==> config.mk <==
export PLATFORM = sky130hd
export DESIGN_NAME = tcm_encoder
export DESIGN_NICKNAME = d
export VERILOG_FILES = /design/src/rtl/tcm_encoder_pkg.sv /design/src/rtl/tcm_encoder_out_reg.sv /design/src/rtl/tcm_encoder.sv
export SDC_FILE = /design/constraint.sdc
export NUM_CORES = 1
export LEC_CHECK = 0
export ABC_AREA = 1
export CORE_AREA = 5 5 42 44
export DETAILED_ROUTE_END_ITERATION = 6
export DIE_AREA = 0 0 47 49
export PLACE_DENSITY = 0.68
export RECOVER_POWER = 50
export SETUP_SLACK_MARGIN = 0.5
export SYNTH_ARGS = -nofsm -noshare
export SYNTH_HDL_FRONTEND = slang
export SYNTH_SLANG_ARGS = --single-unit
==> constraint.sdc <==
create_clock -name clk -period 1.1 [get_ports clk]
set_input_delay 0.22 -clock clk [delete_from_list [all_inputs] [get_ports clk]]
set_output_delay 0.22 -clock clk [all_outputs]
set_load 0.02 [all_outputs]
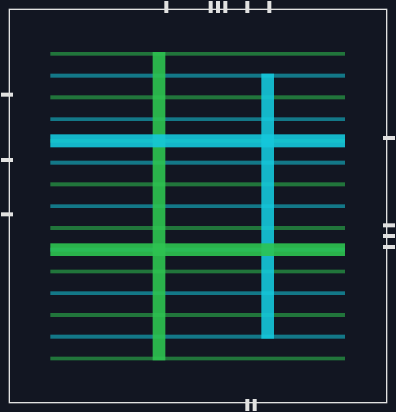
run_1/floorplan.png
(8 px per um) Pins as bars on the die edge.
legend:
  VSS:
    color: green
  VDD:
    color: cyan
met1 rails: 15
met5 straps: 2
rows: 14
signal pins: 15
met4 straps: 2
core region area: 1400 sq um
maximum VDD drop: 1750 uV

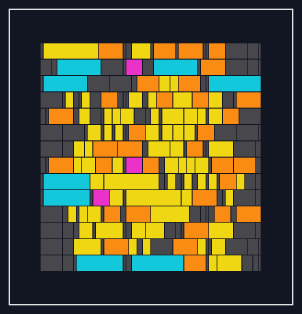
run_1/class_map.png
(6 px per um) Fill, decap, tap and diode cells in gray.
legend:
  remaining buffers and delay cells:
    color: orange
    cells: 33
    share_of_their_area: 33%
  clock-net drivers:
    color: magenta
    cells: 3
    share_of_their_area: 2.4%
  registers:
    color: cyan
    cells: 8
    share_of_their_area: 18%
  remaining logic cells:
    color: yellow
    cells: 65
    share_of_their_area: 46%
Final Core Density: 69.3%
Seq/total area: 17.7%

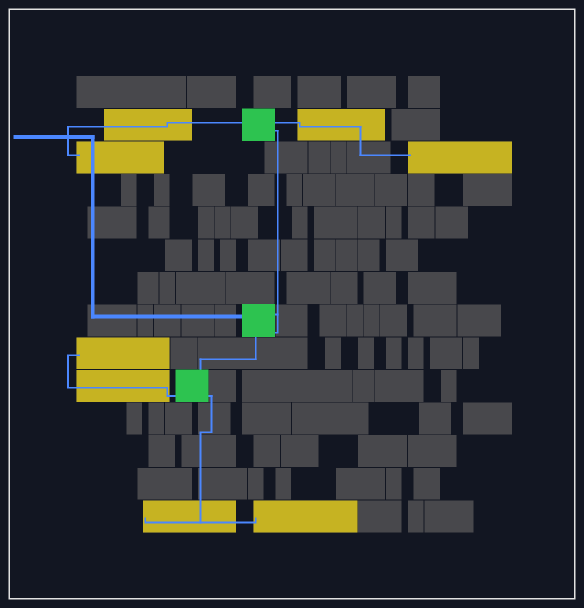
run_1/clock_wires.png
(12 px per um)
legend:
  clock-net drivers:
    color: green
    count: 3
  flip-flops:
    color: yellow
    count: 8
  clock wires:
    color: blue
    length: 141 um
routed clock nets: 4
clk latency late pin: 0.25 ns
clock skew: 0.00214 ns
clock share of power: 7.8%

==> impl_metrics.json, run 1 <==
{
  "ys_sh_simple_pct": 32.9,
  "critical_path_buf_inv_count": 3,
  "leakagePower_nw": 0.473,
  "syn-cell-area_sq_um": 502,
  "drtIter0Drc": 9,
  "largest_area_cell": "dfxtp_1",
  "wirelength_um": 1550,
  "root_buffer": "clkbuf_4",
  "rsz0062_at_grt": "yes",
  "comb_share_pct": 39.4,
  "synth_flops": 8,
  "num-nonclk-inverters": 15,
  "hold_buffers": 0,
  "setup_viol": 9,
  "comb-power_w": 0.00212,
  "grt_max_degree": 7,
  "grt_usage_pct": 13.2,
  "r2r_setup_slack_ns": -0.17,
  "grt_pass1_vias": 539,
  "post_cts_resized": 54,
  "synth-edff-count": 0,
  "critPathSlowestCell": "dfxtp_2",
  "hold_class": "reg2reg",
  "cp_max_fo": 2,
  "drc_errors": 0,
  "flops": 8,
  "die.size.y_um": 49,
  "common_cells": "nand2_1 (16), inv_1 (15), nor2_1 (9), dfxtp_1 (8), nand3_1 (6)",
  "antenna_cells": 0,
  "area_leaders": "dfxtp_1 (32%), ha_1 (12%), nand2_1 (12%)",
  "io_buffers": 14,
  "power_leader": "combinational logic",
  "finalWorstSetupSlack_ns": -0.184,
  "violations": "negative setup slack",
  "grt-ovfl-total": 0,
  "largest_reg_flops": 3,
  "status": "finished, violations left",
  "cp.arrival_ns": 1.06,
  "wire_per_inst_um": 12.4,
  "yosys_cells": 75,
  "htree_levels": 1,
  "max-cap-violations": 0
}
[run 1: per-layer routing]
| metal | vias to the layer above | wire length [um] | part of all wire (%) | track usage, % |
|---|---|---|---|---|
| li1 | 307 | - | - | - |
| met1 | 280 | 683 | 44 | 17.8 |
| met2 | 15 | 784 | 51 | 19.0 |
| met3 | 2 | 67 | 4.3 | 2.58 |
| met4 | 0 | 14 | 0.90 | 6.91 |
| met5 | - | 0 | 0 | 0 |
[run 1: metrics by stage]
stage          instances  worst slack (ns)
3_3_place_gp         119            -0.594
4_1_cts              122            -0.170
2_1_floorplan         75            0.0238
5_1_grt              125            -0.246
6_report             125            -0.184
3_5_place_dp         119            -0.611
run_1/layers.png
(8 px per um) Two of the layers only.
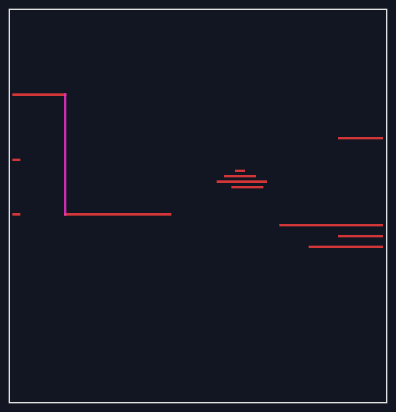

==> run 2, diff against run 1 <==
Settings changed: SKIP_CTS_REPAIR_TIMING set to 1.
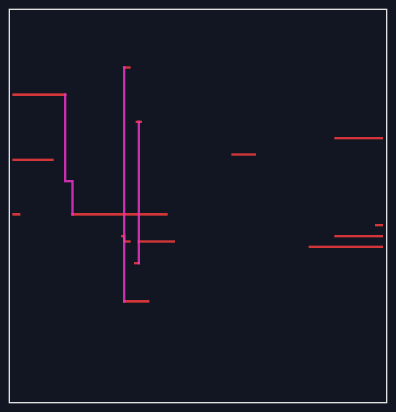
run_2/layers.png
(8 px per um) Two of the layers only.
legend:
  M3:
    color: red
    wire_length: 57.7 um
  M4:
    color: magenta
    wire_length: 62.8 um
drt total wl: 1630 um
Global Route Usage Sum: 12.8%
post-DR wirelength/cell: 12.8 um
vias: 622

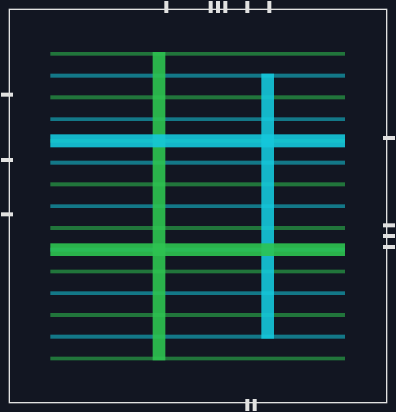
run_2/floorplan.png
(8 px per um) Pins as bars on the die edge.
legend:
  VDD:
    color: cyan
  VSS:
    color: green
signal pins: 15
met1 rails: 15
Die Y-Extent: 49 um
die width: 47 um

==> impl_metrics.json, run 2 <==
{
  "status": "finished, violations left",
  "violations": "negative setup slack",
  "leakagePower_nw": 0.486,
  "design.core.area_sq_um": 1400,
  "utilization_pct": 72.8,
  "use_met1_pct": 17.2,
  "syn-cell-area_sq_um": 502,
  "place_inst": 119,
  "finalWorstSetupSlack_ns": -0.244,
  "area_leaders": "dfxtp_1 (32%), ha_1 (12%), nand2_1 (12%)",
  "setup_viol": 9,
  "grt_max_degree": 7,
  "busiest_layer": "met2",
  "common_cells": "nand2_1 (16), inv_1 (15), nor2_1 (9), dfxtp_1 (8), nand3_1 (6)",
  "rsz0062_at_grt": "yes",
  "place_ws_ns": -0.611,
  "skew_ns": 0.00222,
  "cp_max_fo": 5,
  "largest_reg_flops": 3,
  "use_met3_pct": 2.58,
  "r2r_setup_slack_ns": -0.24,
  "comb-power_w": 0.00230
}
-- run 2: final cells by class --
type,instances,share of cell area (%)
clock buffers,3,2.21
inverters,15,5.77
well taps,16,1.96
flip-flops and latches,8,16.8
repair buffers,35,33.0
multi-input cells,50,40.2
-- run 2: kinds of logic (layout without fill, tap and decap cells) --
logic type	count (synthesis)	in the layout	synth area share (%)
AND/OR/NAND/NOR	37	37	32.9
AND-OR/OR-AND	8	8	8.48
adder cells (fa/ha/maj)	5	5	12.5
flip-flops	8	8	31.9
buffers and inverters	17	53	14.2
-- run 2: worst max-delay path, cell delays in order (launching register included) --
cell     delay (ns)
dfxtp_2        0.34
inv_2          0.06
ha_4           0.16
buf_6          0.12
nand4_1        0.15
nand2_2        0.13
buf_6          0.14
o21ai_2        0.09
inv_1          0.04
Power and IR drop assume default switching activity.
